===== config.mk =====
export PLATFORM = sky130hd
export DESIGN_NAME = viterbi_traceback
export DESIGN_NICKNAME = d
export VERILOG_FILES = /design/src/rtl/viterbi_traceback.sv
export SDC_FILE = /design/constraint.sdc
export NUM_CORES = 1
export LEC_CHECK = 0
export CAP_MARGIN = 20
export CORE_ASPECT_RATIO = 1.2
export CORE_MARGIN = 8
export CORE_UTILIZATION = 58
export DETAILED_ROUTE_END_ITERATION = 10
export MAX_ROUTING_LAYER = met4
export PLACE_DENSITY = 0.74
export SYNTH_ARGS = -nofsm -noshare
export SYNTH_HDL_FRONTEND = slang
export SYNTH_SLANG_ARGS = --single-unit

===== constraint.sdc =====
create_clock -name clk -period 8.4 [get_ports clk]
set_input_delay 0.84 -clock clk [delete_from_list [all_inputs] [get_ports clk]]
set_output_delay 0.84 -clock clk [all_outputs]
set_load 0.02 [all_outputs]

===== src/rtl/viterbi_traceback.sv =====
// Survivor memory and traceback for the Viterbi decoder.
// Decision columns go into a circular buffer of TB_LEN columns. Once the
// buffer is full, each accepted column first traces back from the ACS best
// state to decode the oldest column, and then overwrites that column. At end
// of frame the remaining columns are drained by tracing back from state 0,
// which assumes a zero-tailed trellis.

// One traceback step: move from the state at one column to its predecessor
// at the next older column, or pass the state through when inactive.
module viterbi_traceback_step #(
    parameter  int NUM_STATE = 4,
    localparam int M         = $clog2(NUM_STATE)
) (
    input  logic [NUM_STATE-1:0] dec,
    input  logic [M-1:0]         s_in,
    input  logic                 act,
    output logic [M-1:0]         s_out
);

    logic d;

    assign d = dec[s_in];

    // The predecessor shifts the state left and brings the decision in as the LSB.
    if (M == 1) begin : g_m1
        assign s_out = act ? d : s_in;
    end else begin : g_mn
        assign s_out = act ? {s_in[M-2:0], d} : s_in;
    end

endmodule

module viterbi_traceback #(
    parameter  int NUM_STATE = 4,
    parameter  int TB_LEN    = 16,
    localparam int M         = $clog2(NUM_STATE),
    localparam int PW        = $clog2(TB_LEN),
    localparam int FW        = $clog2(TB_LEN + 1)
) (
    input  logic                 clk,
    input  logic                 rst,
    input  logic                 en,
    input  logic                 i_en_m,
    input  logic                 i_en_t,
    input  logic [NUM_STATE-1:0] i_dec,
    input  logic [M-1:0]         i_best_state,
    input  logic                 i_last,
    output logic                 o_bit,
    output logic                 o_valid,
    output logic                 o_done
);

    typedef enum logic [1:0] {
        S_FILL,
        S_RUN,
        S_FLUSH,
        S_DONE
    } state_t;

    state_t state_q, state_d;

    logic [TB_LEN-1:0][NUM_STATE-1:0] mem;
    logic [PW-1:0]                    wr_ptr, rd_ptr;
    logic [FW-1:0]                    fill;

    logic wr_en, emit, rd_adv, fill_inc, fill_dec, flush_s0;
    logic tb_bit;

    // Traceback state per column, index 0 being the newest column.
    logic [M-1:0] tb_st [TB_LEN];

    function automatic logic [PW-1:0] ptr_inc(input logic [PW-1:0] p);
        return (p == PW'(TB_LEN - 1)) ? '0 : p + 1'b1;
    endfunction

    // Column index n positions behind p, modulo TB_LEN (0 <= n <= TB_LEN).
    function automatic logic [PW-1:0] ptr_back(input logic [PW-1:0] p, input int n);
        int v;
        v = int'(p) - n;
        if (v < 0) v = v + TB_LEN;
        return PW'(v);
    endfunction

    // State register; everything freezes while en is low.
    always_ff @(posedge clk or negedge rst) begin
        if (!rst)    state_q <= S_FILL;
        else if (en) state_q <= state_d;
    end

    // Next state and datapath controls.
    always_comb begin
        state_d  = state_q;
        wr_en    = 1'b0;
        emit     = 1'b0;
        rd_adv   = 1'b0;
        fill_inc = 1'b0;
        fill_dec = 1'b0;
        flush_s0 = 1'b0;
        case (state_q)
            S_FILL: begin
                if (i_en_m) begin
                    wr_en    = 1'b1;
                    fill_inc = 1'b1;
                end
                if (i_last)
                    state_d = S_FLUSH;
                else if (i_en_m && fill == FW'(TB_LEN - 1))
                    state_d = S_RUN;
            end
            S_RUN: begin
                // Without traceback permission the column is not taken;
                // upstream holds it, so nothing is lost.
                if (i_en_m && i_en_t) begin
                    wr_en  = 1'b1;
                    emit   = 1'b1;
                    rd_adv = 1'b1;
                end
                if (i_last) state_d = S_FLUSH;
            end
            S_FLUSH: begin
                if (fill != '0) begin
                    emit     = 1'b1;
                    rd_adv   = 1'b1;
                    fill_dec = 1'b1;
                    flush_s0 = 1'b1;
                end else begin
                    state_d = S_DONE;
                end
            end
            default: ;
        endcase
    end

    // Survivor buffer; contents need no reset.
    always_ff @(posedge clk) begin
        if (en && wr_en) mem[wr_ptr] <= i_dec;
    end

    // Traceback chain over the stored columns, newest first. Step k moves
    // from column newest-k to newest-k-1 and is active only while it stays
    // within the fill, so the chain always ends on the oldest column.
    assign tb_st[0] = flush_s0 ? '0 : i_best_state;

    for (genvar k = 0; k < TB_LEN - 1; k++) begin : g_step
        logic [PW-1:0] col;
        logic          act;

        assign col = ptr_back(wr_ptr, k + 1);
        assign act = (fill > FW'(k + 1));

        viterbi_traceback_step #(
            .NUM_STATE (NUM_STATE)
        ) u_step (
            .dec   (mem[col]),
            .s_in  (tb_st[k]),
            .act   (act),
            .s_out (tb_st[k+1])
        );
    end

    // The decoded bit is the input that led into the oldest column's state.
    assign tb_bit = tb_st[TB_LEN-1][M-1];

    // Pointers, fill level and registered output.
    always_ff @(posedge clk or negedge rst) begin
        if (!rst) begin
            wr_ptr  <= '0;
            rd_ptr  <= '0;
            fill    <= '0;
            o_bit   <= 1'b0;
            o_valid <= 1'b0;
        end else if (en) begin
            if (wr_en)  wr_ptr <= ptr_inc(wr_ptr);
            if (rd_adv) rd_ptr <= ptr_inc(rd_ptr);
            if (fill_inc && fill != FW'(TB_LEN))
                fill <= fill + 1'b1;
            else if (fill_dec)
                fill <= fill - 1'b1;
            o_valid <= emit;
            o_bit   <= emit & tb_bit;
        end
    end

    assign o_done = (state_q == S_DONE);

    // The read pointer always sits fill columns behind the write pointer.
    a_ptr_fill : assert property (@(posedge clk) disable iff (!rst)
        rd_ptr == ptr_back(wr_ptr, int'(fill)));

endmodule


==> summary.txt, run 1 <==
The flow completed. TritonCTS built the clock tree. Looking at the max-slew report, the worst-margin pin has a slew of 1006 ps. The largest single stage delay on the critical path is 520 ps. Non-filler instance count after layout landed at 831.

Initial antenna violation count landed at 0. Final-report hold violation count landed at 0. Setup total negative slack on the finished layout was measured at 0 ps. Layout net count landed at 698.

Count of state elements after synthesis landed at 77. Number of gates given a new drive strength after cts landed at 0. By startpoint and endpoint, the worst setup path is classified as register to register.

According to the floorplan report, the total die area is 0.01662 mm². Number of library cell types mapped by synthesis landed at 78. Data on the critical path arrives at its endpoint at 8190 ps. Path length in cells of the critical path landed at 26. Detailed placement ended at an HPWL of 17420 µm. Per the OpenROAD power report, leakage power amounts to 3.069 nW. Count of buffering cells on the critical path with inverters included landed at 2.

Reported max-cap violation count landed at 0. The final timing report lists a max-slew violation count of 0. The synthesized netlist has a Yosys-reported chip area of 0.007386 mm².

Maximum level of the CTS H-tree landed at 3. Synthesis handed over a netlist of 659 instances. Post-detailed-route wirelength per cell landed at 26.77 µm. Setup repair after global routing left no endpoint under its margin.

Routability-driven placement finished with a final weighted congestion of 1.048. I/O pin count landed at 15. Per the cell usage report, the commonest logic cells after layout are 79 x nand2_1, 73 x mux2i_1, 68 x mux4_2. The most critical setup path has its startpoint at wr_ptr[0]. Number of buffers inserted to repair setup after CTS landed at 0.

The final report lists the setup-violating endpoint count as 0. Largest net degree at the start of global routing landed at 73. In this run the clock root is driven by a clkbuf_16. The run finished with clean final reports. Fraction of synthesized cell area taken by the top area cell type landed at 26.02%.

Count of antenna diodes in the layout landed at 0. The violation tally recorded at the end of detailed-routing iteration 0 is 678. The average instance in the mapped netlist occupies 11.21 µm². The pre-CTS setup check shows a worst slack of 649.8 ps.

Growth of design area from synthesis to finish landed at 7.911%. Looking at the reg2reg group, the worst path ends at o_bit. X dimension of the die landed at 119.0 µm. The first global-routing pass estimated 34190 µm of wire. At the later pin of the worst-skew pair, clock insertion delay measures 340 ps. Critical-path maximum fanout landed at 33. Of all cell types, the one taking the most synthesized area is edfxtp_1.

Power per standard cell area landed at 110.5 mW/mm². For this run, the total global-route usage over all layers was measured as 27.64%.
[run 1: final cells by class]
cell class | count | area (µm²) | share of cell area [%]
Clock buffer | 9 | 225.2 | 2.826
Clock inverter | 7 | 80.08 | 1.005
Inverter | 21 | 78.83 | 0.9890
Multi-Input combinational cell | 523 | 4860 | 60.97
Sequential cell | 77 | 2248 | 28.21
Tap cell | 164 | 205.2 | 2.575
Timing Repair Buffer | 30 | 272.8 | 3.422
[run 1: worst reg2reg max path, delay by kind of cell, from the launching register on]
kind	cells	cell delay (ps)
simple gates	3	560
compound gates	12	2970
mux	8	2940
flops	1	410
buf+inv	2	520
fa+ha+maj	1	440
[run 1: synth_stat cells, types with 3 or more instances]
library cell and n:
o311a_1 3, o211ai_1 8, nand2_1 79, buf_2 9, o21ai_1 3, and2_1 5
nor3_1 10, nor2_1 43, a21oi_1 21, mux2_1 7, mux2i_1 73, xor2_1 4
o211a_1 3, buf_4 3, or3_1 9, mux2_2 18, mux4_2 68, a31oi_1 4
xnor2_1 9, mux2_4 3, and3_1 17, ha_1 24, nand2b_1 5, buf_1 3
clkbuf_1 19, edfxtp_1 64, dfrtp_1 13, inv_1 17, nand3_1 18, o21ai_0 31
a311oi_1 3
[run 1: worst min-delay path by stage]
stage,from,to,slack [ps],depth (start not counted)
6_report,o_valid,o_valid,530,2
5_1_grt,o_valid,o_valid,590,2
4_1_cts,o_valid,o_valid,530,2
3_5_place_dp,o_valid,o_valid,520,2
3_3_place_gp,o_valid,o_valid,520,2
2_1_floorplan,rst,fill[0],540,0
[run 1: flip-flops by register name, indices dropped and copies added, names as in the netlist]
name	count
state_q	2
o_valid	1
fill	5
wr_ptr	4
o_bit	1
mem	64
[run 1: where the power goes]
part | switching (W) | internal, W | total [W]
clock | 0.000169 | 0.000234 | 0.000403
sequential | 0.00000000000000000000608 | 0.000414 | 0.000414
combinational | 0.0000358 | 0.0000285 | 0.0000643
[run 1: layer usage]
metal	part of all wire, %	wire length, µm	global-route usage (%)
met3	6.4	1420	4.694
met1	38	8345	30.91
met4	5.8	1281	14.81
met5	0	0	-
met2	50	11200	46.37
[run 1: kinds of logic after synthesis]
group	Yosys count	share of synthesized area [%]
adder cells (fa/ha/maj)	24	4.066
AND-OR/OR-AND	115	11.40
multiplexers	173	36.25
flip-flops	77	30.43
AND/OR/NAND/NOR	197	12.28
buffers and inverters	59	3.812
XOR/XNOR	14	1.762
[run 1: per-stage QoR]
step	power [W]	hold slack [ps]	util [%]	instance area, µm²
2_1_floorplan	0.0004663	544.4	-	7386
3_3_place_gp	0.0004830	516.9	61.05	7665
3_5_place_dp	0.0004848	521.4	61.05	7665
4_1_cts	0.0008823	532.0	63.48	7970
5_1_grt	0.0009013	594.5	63.48	7970
6_report	0.0008808	531.5	63.48	7970
Figure 1. M2 wires (run 1).
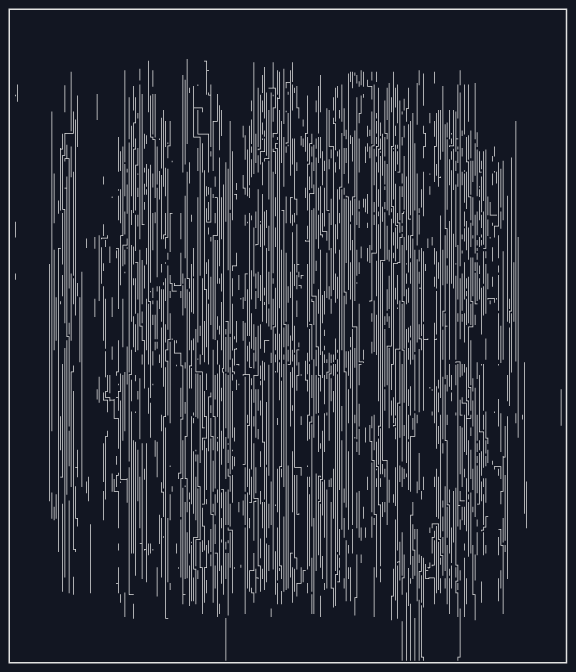
nets with wire on the layer = 615
wire length on this layer = 11200 µm
main direction = vertical
overall via count from detail_route: 5912
Routed Wire Length: 22250 µm

Figure 2. Selected gate families (run 1).
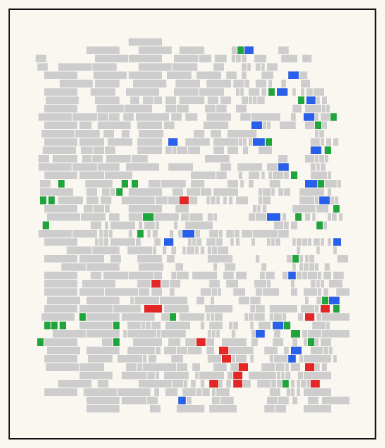
red -> XOR/XNOR gates  # cells 14, most used xnor2_1
green -> AND and OR gates  # cells 36, most used and3_1
blue -> AND-OR and OR-AND gates  # cells 23

Figure 3. Local utilization (run 1).
The die is cut into 12 by 14 equal tiles; white is low, dark blue is high, 0 to 100% covered.
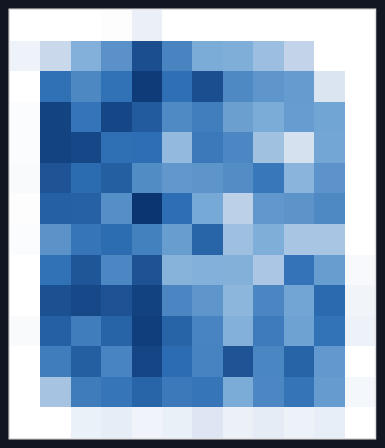
fullest tile = 98%
mean over tiles = 47%
nearly empty tiles = 19%

Figure 4. Wiring by layer (run 1).
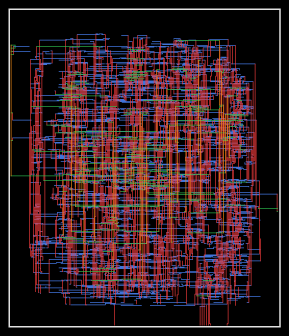

## Run 2: what changed since run 1
--- a/config.mk
+++ b/config.mk
@@ -8,8 +8,10 @@
 export CAP_MARGIN = 20
 export CORE_ASPECT_RATIO = 1.2
 export CORE_MARGIN = 8
-export CORE_UTILIZATION = 58
+export CORE_UTILIZATION = 59
+export CTS_CLUSTER_DIAMETER = 200
 export DETAILED_ROUTE_END_ITERATION = 10
+export DONT_BUFFER_PORTS = 1
 export MAX_ROUTING_LAYER = met4
 export PLACE_DENSITY = 0.74
 export SYNTH_ARGS = -nofsm -noshare
Figure 5. Wiring by layer (run 2).
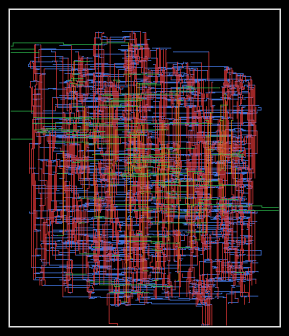
blue -> met1  # wire length 7960 µm
green -> met3  # wire length 1380 µm
orange -> met4  # wire length 1170 µm
red -> met2  # wire length 10500 µm
Routed Wire Length: 21050 µm
overall via count from detail_route: 5819
average routed wire per standard cell: 25.64 µm
GRT Overall Usage: 26.82%

==> run 2 against run 1 <==
  * Final cell count fell by 1.2%
  * Total power down 3.9%
  * Via count is 1.6% lower
  * Sequential share of layout area rose by 0.52 points
  * Worst setup slack better by 19 ps
  * Hold slack worse by 350 ps
  * Die size shrank 1.5%
  * Critical path depth unchanged
  * Clock power decreased by 5.5%
  * Largest cell class unchanged
==> summary.txt, run 2 <==
The flow completed. Run status: complete, no violations (unchanged). Reported max-cap violation count landed at 0 (unchanged). Hold-fix buffer count after cts landed at 0 (unchanged).

The final total power came to 0.0008461 W (was 0.0008808 W). The share of post-route cells with drive strength above 1 came to 22.68% (was 21.74%). Count of state elements after synthesis landed at 77 (unchanged).

The pin slew with the least headroom to its limit came to 960.0 ps (was 1006 ps). Weighted congestion reported at the end of routability-driven placement landed at 1.003 (was 1.048). The layout net count is 688 (was 698). The total die area came to 0.01637 mm² (was 0.01662 mm²).

The number of pins exceeding their max-slew limit in the final report is 0 (unchanged). Power per standard cell area landed at 108.0 mW/mm² (was 110.5 mW/mm²). Fraction of synthesized cell area taken by the top area cell type landed at 26.02% (unchanged). Area of placed instances landed at 0.007537 mm² (was 0.007665 mm²). The initial core utilization came to 59.36% (was 58.82%). The relative slew slack came to 35.32% (was 32.94%). Share of total power in combinational logic landed at 6.1% (was 7.3%). The post-place setup slack is 518.6 ps (was 649.8 ps). The final HPWL from detailed placement came to 16770 µm (was 17420 µm). Vertical die dimension landed at 138.6 µm (was 139.6 µm).

Net switching power of the design landed at 0.0002015 W (was 0.0002048 W). The commonest non-fill, non-tap cell in the layout is nand2_1 (unchanged). Critical path data arrival time landed at 8170 ps (was 8190 ps). Total clock buffers created by CTS landed at 9 (unchanged).

Number of synthesized flops with an enable pin landed at 64 (unchanged). The clock tree from TritonCTS is done (unchanged). The number of sinks handled by clock tree synthesis was 77 (unchanged). The floorplan net count came to 695 (unchanged).

The critical-path maximum fanout came to 15 (was 33). Number of library cell types mapped by synthesis landed at 78 (unchanged). Final-report hold violation count landed at 0 (unchanged). The kind of critical path was register to register (unchanged). The clock root buffer is clkbuf_16 (unchanged). Count of final setup violators landed at 0 (unchanged). The flip-flop count of the largest register, all copies and words added is 64 (unchanged). Synthesized netlist cell count landed at 659 (unchanged). Slack of the worst reg-to-reg path landed at 470 ps (was 450 ps). Number of cells in Yosys stat landed at 659 (unchanged). The post-synthesis average cell area is 11.21 µm² (unchanged).

Growth of design area from synthesis to finish landed at 6.065% (was 7.911%). Wire length of the first global-routing pass landed at 33260 µm (was 34190 µm). The number of buffers inserted to repair setup after CTS is 0 (unchanged). The count of antenna diodes in the layout was 0 (unchanged). Final setup TNS landed at 0 ps (unchanged).

The x dimension of the die is 118.1 µm (was 119.0 µm). Most used standard cells in the synthesized netlist: 79 x nand2_1, 73 x mux2i_1, 68 x mux4_2, 64 x edfxtp_1, 43 x nor2_1 (unchanged). Data required time at the worst endpoint landed at 8640 ps (about the same).

The clock skew is 8.257 ps (was 11.85 ps). The most used standard cell by instance count after synthesis was nand2_1 (unchanged). Fraction of power consumed by the clock network landed at 45.0% (was 45.7%). The violation count after the first detailed-route iteration came to 645 (was 678). The capturing instance or port of the critical path is o_bit (unchanged). The clock transition at the registers of the reported paths was 70 ps (about the same).

The maximum level of the CTS H-tree came to 3 (unchanged). DRC violation count after routing landed at 0 (unchanged). The reg-to-reg critical path endpoint is o_bit (unchanged). Later-pin clock latency in the skew report landed at 340 ps (about the same). Quantity of I/O buffers inserted on ports landed at 0 (was 14). Setup repair after global routing missed its margin: no (unchanged). Synthesis area per yosys landed at 0.007386 mm² (unchanged). The critical register-to-register path startpoint is wr_ptr[1] (was wr_ptr[0]). Ratio of routed vias to standard cells landed at 7.088 (was 7.114).

Initial antenna violation count landed at 0 (unchanged). The largest net degree at the start of global routing is 73 (unchanged). The largest register by flop count is mem (unchanged).

Static leakage landed at 3.026 nW (was 3.069 nW). The leftover overflow at the end of global routing came to 0 (unchanged). Largest registers: mem (64), fill (5), wr_ptr (4) (unchanged).

The part of the total power dissipated in sequential elements came to 48.9% (was 47.0%). The critical path startpoint is wr_ptr[1] (was wr_ptr[0]). Post-synthesis cell area landed at 0.007386 mm² (unchanged). The I/O pin count is 15 (unchanged). The critical path endpoint category was a register (unchanged).

Top cells excl fill/tap: 79 x nand2_1, 73 x mux2i_1, 68 x mux4_2 (unchanged). Cell area leaders: edfxtp_1 26%, mux4_2 21%, mux2i_1 9.9% (unchanged). Total of warnings raised by yosys landed at 0 (unchanged). Via count of the first global-routing pass landed at 5703 (was 5672).

Smallest setup slack after layout landed at 469.5 ps (was 450.3 ps). The internal power of the cells came to 0.0006446 W (was 0.0006761 W). The number of gates given a new drive strength after cts was 0 (unchanged). The leading area contributor after synthesis is edfxtp_1 (unchanged). Switching power share of the total landed at 23.82% (was 23.25%). Area of all placed cells without fillers landed at 0.007834 mm² (was 0.007970 mm²).
Figure 6. Local utilization (run 2).
The die is cut into 12 by 14 equal tiles; white is low, dark blue is high, 0 to 100% covered.
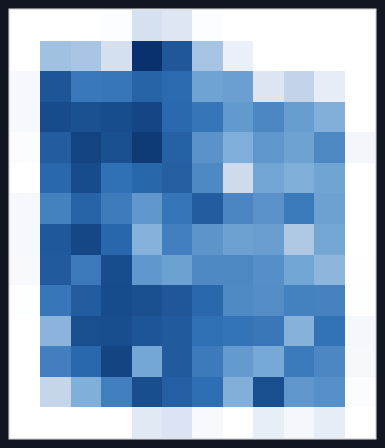
emptiest ninth of the die = top right
nearly empty tiles = 20%
mean over tiles = 47%
tiles over 75% full = 25%

==> run 2: cell counts after synthesis <==
Identical to the previous run, type by type.
==> run 2: final cells by class <==
type	count	area, µm²
clock buffer	9	225.2
sequential	77	2251
timing repair buffer	20	150.1
fill	993	4609
multi-input combinational	523	4860
clock inverter	7	63.81
inverter	21	78.83
tap	164	205.2
==> run 2: kinds of logic (layout without fill, tap and decap cells) <==
logic type	count (synthesis)	in the layout	synth area share, %
and+or+nand+nor	197	197	12.28
DFF	77	77	30.43
muxes	173	173	36.25
xor gates and xnor gates	14	14	1.762
buffers and inverters	59	57	3.812
adders and majority gates	24	24	4.066
AOI/OAI and AO/OA	115	115	11.40
==> run 2: worst min-delay path by stage <==
| stage | end | slack (ps) | depth (start not counted) |
|---|---|---|---|
| after global placement | wr_ptr[2] | 540 | 0 |
| after global routing | wr_ptr[3] | 170 | 0 |
| after floorplan | fill[0] | 540 | 0 |
| after detailed placement | wr_ptr[2] | 540 | 0 |
| after CTS | o_valid | 170 | 0 |
| final | o_valid | 180 | 0 |
==> run 2: metal layers <==
metal / GRT usage (%) / vias up / share of wire (%) / routed length (µm)
met5: - / - / 0 / 0
met4: 14.53 / 0 / 5.6 / 1170
met3: 3.299 / 83 / 6.5 / 1378
met2: 44.59 / 279 / 50 / 10540
met1: 31.14 / 2901 / 38 / 7956
li1: - / 2556 / - / -
==> run 2: power groups by stage <==
stage	registers (W)	clock network (W)	logic [W]
floorplan	0.000422	0	0.0000444
global placement	0.000422	0	0.0000498
detailed placement	0.000422	0	0.0000510
CTS	0.000414	0.000387	0.0000511
global route	0.000414	0.000396	0.0000557
finish	0.000414	0.000381	0.0000516
==> run 2: critical path: stages (launching register included) <==
cell,delay (ps)
dfrtp_1,350
clkinv_1,150
ha_2,650
buf_4,310
mux2_1,360
mux4_2,490
nor2_1,100
a2111o_1,130
o211ai_2,160
a31oi_1,380
o31ai_4,170
or3_1,390
a32o_2,290
mux2i_4,210
a311oi_1,330
a32o_1,320
mux2_4,330
o311a_1,340
o211a_1,130
or2_1,340
mux4_1,260
a32o_2,280
a221oi_4,410
mux2_1,360
a32oi_1,280
o311a_1,230
o21ai_2,60
==> run 2: through the flow <==
stage / util (%) / instances / hold slack, ps
floorplan: - / 659 / 544.4
global placement: 60.57 / 804 / 544.8
detailed placement: 60.57 / 804 / 544.9
CTS: 62.90 / 820 / 169.9
global route: 62.96 / 821 / 166.7
finish: 62.96 / 821 / 181.5
Figure 7. Selected gate families (run 2).
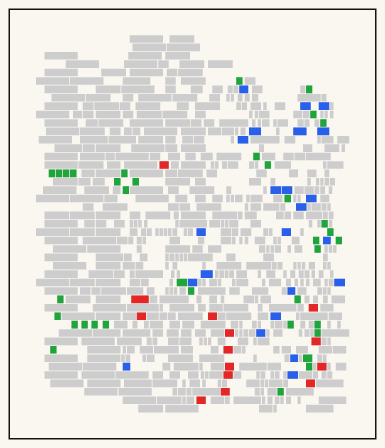

## Run 3: what changed since run 2
--- a/config.mk
+++ b/config.mk
@@ -8,12 +8,12 @@
 export CAP_MARGIN = 20
 export CORE_ASPECT_RATIO = 1.2
 export CORE_MARGIN = 8
-export CORE_UTILIZATION = 59
+export CORE_UTILIZATION = 61
 export CTS_CLUSTER_DIAMETER = 200
 export DETAILED_ROUTE_END_ITERATION = 10
 export DONT_BUFFER_PORTS = 1
 export MAX_ROUTING_LAYER = met4
-export PLACE_DENSITY = 0.74
+export PLACE_DENSITY = 0.73
 export SYNTH_ARGS = -nofsm -noshare
 export SYNTH_HDL_FRONTEND = slang
 export SYNTH_SLANG_ARGS = --single-unit
==> constraint.sdc (replaced) <==
create_clock -name clk -period 7.33 [get_ports clk]
set_input_delay 0.733 -clock clk [delete_from_list [all_inputs] [get_ports clk]]
set_output_delay 0.733 -clock clk [all_outputs]
set_load 0.02 [all_outputs]
Figure 8. Selected gate families (run 3).
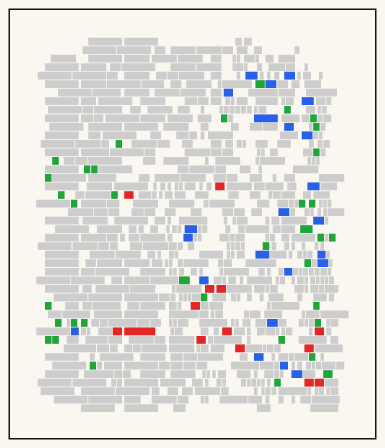
green -> AND and OR gates  # cells 36, most used and3_1
blue -> AND-OR and OR-AND gates  # cells 23
red -> XOR/XNOR gates  # cells 14, most used xnor2_1

Figure 9. Wiring by layer (run 3).
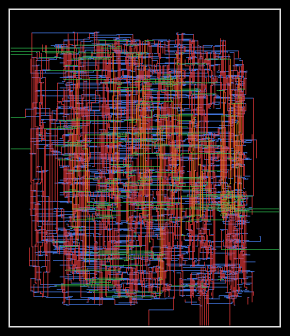
red -> met2  # wire length 11100 µm
orange -> met4  # wire length 1490 µm
blue -> met1  # wire length 7710 µm
green -> met3  # wire length 1880 µm

==> run 3 against run 2 <==
  * Non-clock buffer count rose by 31
  * Critical path type unchanged
  * Largest cell class unchanged
  * Register-to-register slack got worse by 370 ps
  * Critical endpoint unchanged
  * Synthesized area did not move
  * Total power rose by 22%
  * Maximum frequency rose by 9.6%
  * Final cell count rose by 3.4%
  * Via count rose by 4.3%
  * Highest routed layer unchanged
  * Clock-buffer cell count did not move
  * Flip-flop count did not move
  * Global-route usage rose by 2.8 points
==> summary.txt, run 3 <==
The flow completed. The clock root buffer is clkbuf_16 (unchanged). Violation count after the first detailed-route iteration landed at 931 (was 645). Count of antenna diodes in the layout landed at 0 (unchanged). The count of fill cells added during filler insertion was 899 (was 993). The total die area came to 0.01590 mm² (was 0.01637 mm²). Via count of the first global-routing pass landed at 5890 (was 5703).

The most used standard cell by instance count after synthesis is nand2_1 (unchanged). Later-pin clock latency in the skew report landed at 340 ps (about the same). The library cell contributing the largest single delay on the critical path was mux4_2 (was ha_2).

Run status: complete, no violations (unchanged). The clock skew is 6.930 ps (was 8.257 ps). Utilization after layout landed at 70.00% (was 62.96%). Final setup TNS landed at 0 ps (unchanged). Relative slew slack landed at 18.35% (was 35.32%). The clock transition at the registers of the reported paths was 70 ps (about the same). The floorplan net count is 695 (unchanged). Top cells excl fill/tap: 78 x nand2_1, 68 x mux2i_1, 68 x mux4_2 (was 79 x nand2_1, 73 x mux2i_1, 68 x mux4_2). The total of warnings raised by yosys came to 0 (unchanged).

Vertical die dimension landed at 136.5 µm (was 138.6 µm). The initial core utilization came to 61.82% (was 59.36%). The area of all placed cells without fillers came to 0.008363 mm² (was 0.007834 mm²).

The post-detailed-route wirelength per cell came to 26.09 µm (was 25.64 µm). The synthesized netlist cell count is 659 (unchanged). Number of library cell types mapped by synthesis landed at 78 (unchanged). The I/O pin count came to 15 (unchanged). Largest registers: mem (64), fill (5), wr_ptr (4) (unchanged). The pin slew with the least headroom to its limit came to 1212 ps (was 960.0 ps).

The fraction of synthesized cell area taken by the top area cell type came to 26.02% (unchanged). The delay of the slowest cell on the worst path was 540 ps (was 650 ps). The critical path endpoint category is a register (unchanged). X dimension of the die landed at 116.5 µm (was 118.1 µm). The total routing usage reported by global routing came to 29.66% (was 26.82%). Leftover overflow at the end of global routing landed at 0 (unchanged). Maximum level of the CTS H-tree landed at 3 (unchanged). Post-synthesis cell area landed at 0.007386 mm² (unchanged). The kind of critical path is register to register (unchanged).
run 3: worst paths after layout:
kind / startpoint / endpoint / slack [ps] / cells after the start
max: wr_ptr[0] / o_bit / 100 / 27
max in group asynchronous: rst / wr_ptr[1] / 7160 / 0
max reg2reg: wr_ptr[0] / o_bit / 100 / 27
min in group clk: i_dec[2] / mem[22] / 490 / 0
min reg2reg: state_q[0] / state_q[0] / 630 / 2
min: rst / fill[1] / 80 / 0
run 3: kinds of logic after synthesis:
logic type               share of synthesized area (%)
AND-OR/OR-AND                                    11.40
buffers and inverters                            3.812
AND/OR/NAND/NOR                                  12.28
flip-flops                                       30.43
multiplexers                                     36.25
adder cells (fa/ha/maj)                          4.066
XOR/XNOR                                         1.762
run 3: cell type report:
type,instances,area (µm²),area share (%)
timing repair buffer,51,431.7,5.162
tap,161,201.4,2.409
clock inverter,7,87.58,1.047
sequential,77,2252,26.93
multi-input combinational,523,5069,60.61
clock buffer,9,225.2,2.693
inverter,21,96.34,1.152
run 3: per-stage QoR:
step,setup WS (ps),instances,total power [W]
floorplan,13.50,659,0.0005387
global placement,149.8,823,0.0005545
detailed placement,-3.728,823,0.0005561
CTS,5.527,843,0.001032
global route,-127.3,849,0.001058
finish,95.12,849,0.001035
run 3: what timing repair did:
action | 4_1_cts | 5_1_grt
setup buffers | 4 | 6
hold endpoints to repair | 0 | 0
endpoints found under the setup margin | 1 | 1
resized | 7 | 22
hold buffers | 0 | 0
pin swaps | 3 | 19
run 3: per-layer routing:
metal	track usage, %	vias up	part of all wire, %
met3	5.695	100	8.5
met2	48.95	372	50
met1	32.34	2973	35
li1	-	2623	-
met4	18.70	0	6.7
met5	-	-	0
run 3: power breakdown:
group	total (W)	switching [W]	internal [W]
Combinational	0.0000885	0.0000406	0.0000479
Sequential	0.000474	0.0000000000000000000244	0.000474
Clock	0.000472	0.000199	0.000273
run 3: critical path: cells and delay by family (launching register included):
| family | cells | cell delay [ps] |
|---|---|---|
| multiplexers | 7 | 2300 |
| AND/OR/NAND/NOR | 2 | 460 |
| adder cells (fa/ha/maj) | 1 | 240 |
| buffers and inverters | 4 | 520 |
| flip-flops | 1 | 510 |
| AND-OR/OR-AND | 13 | 3130 |
No activity file was given, so power comes from the tool's default toggle rates.
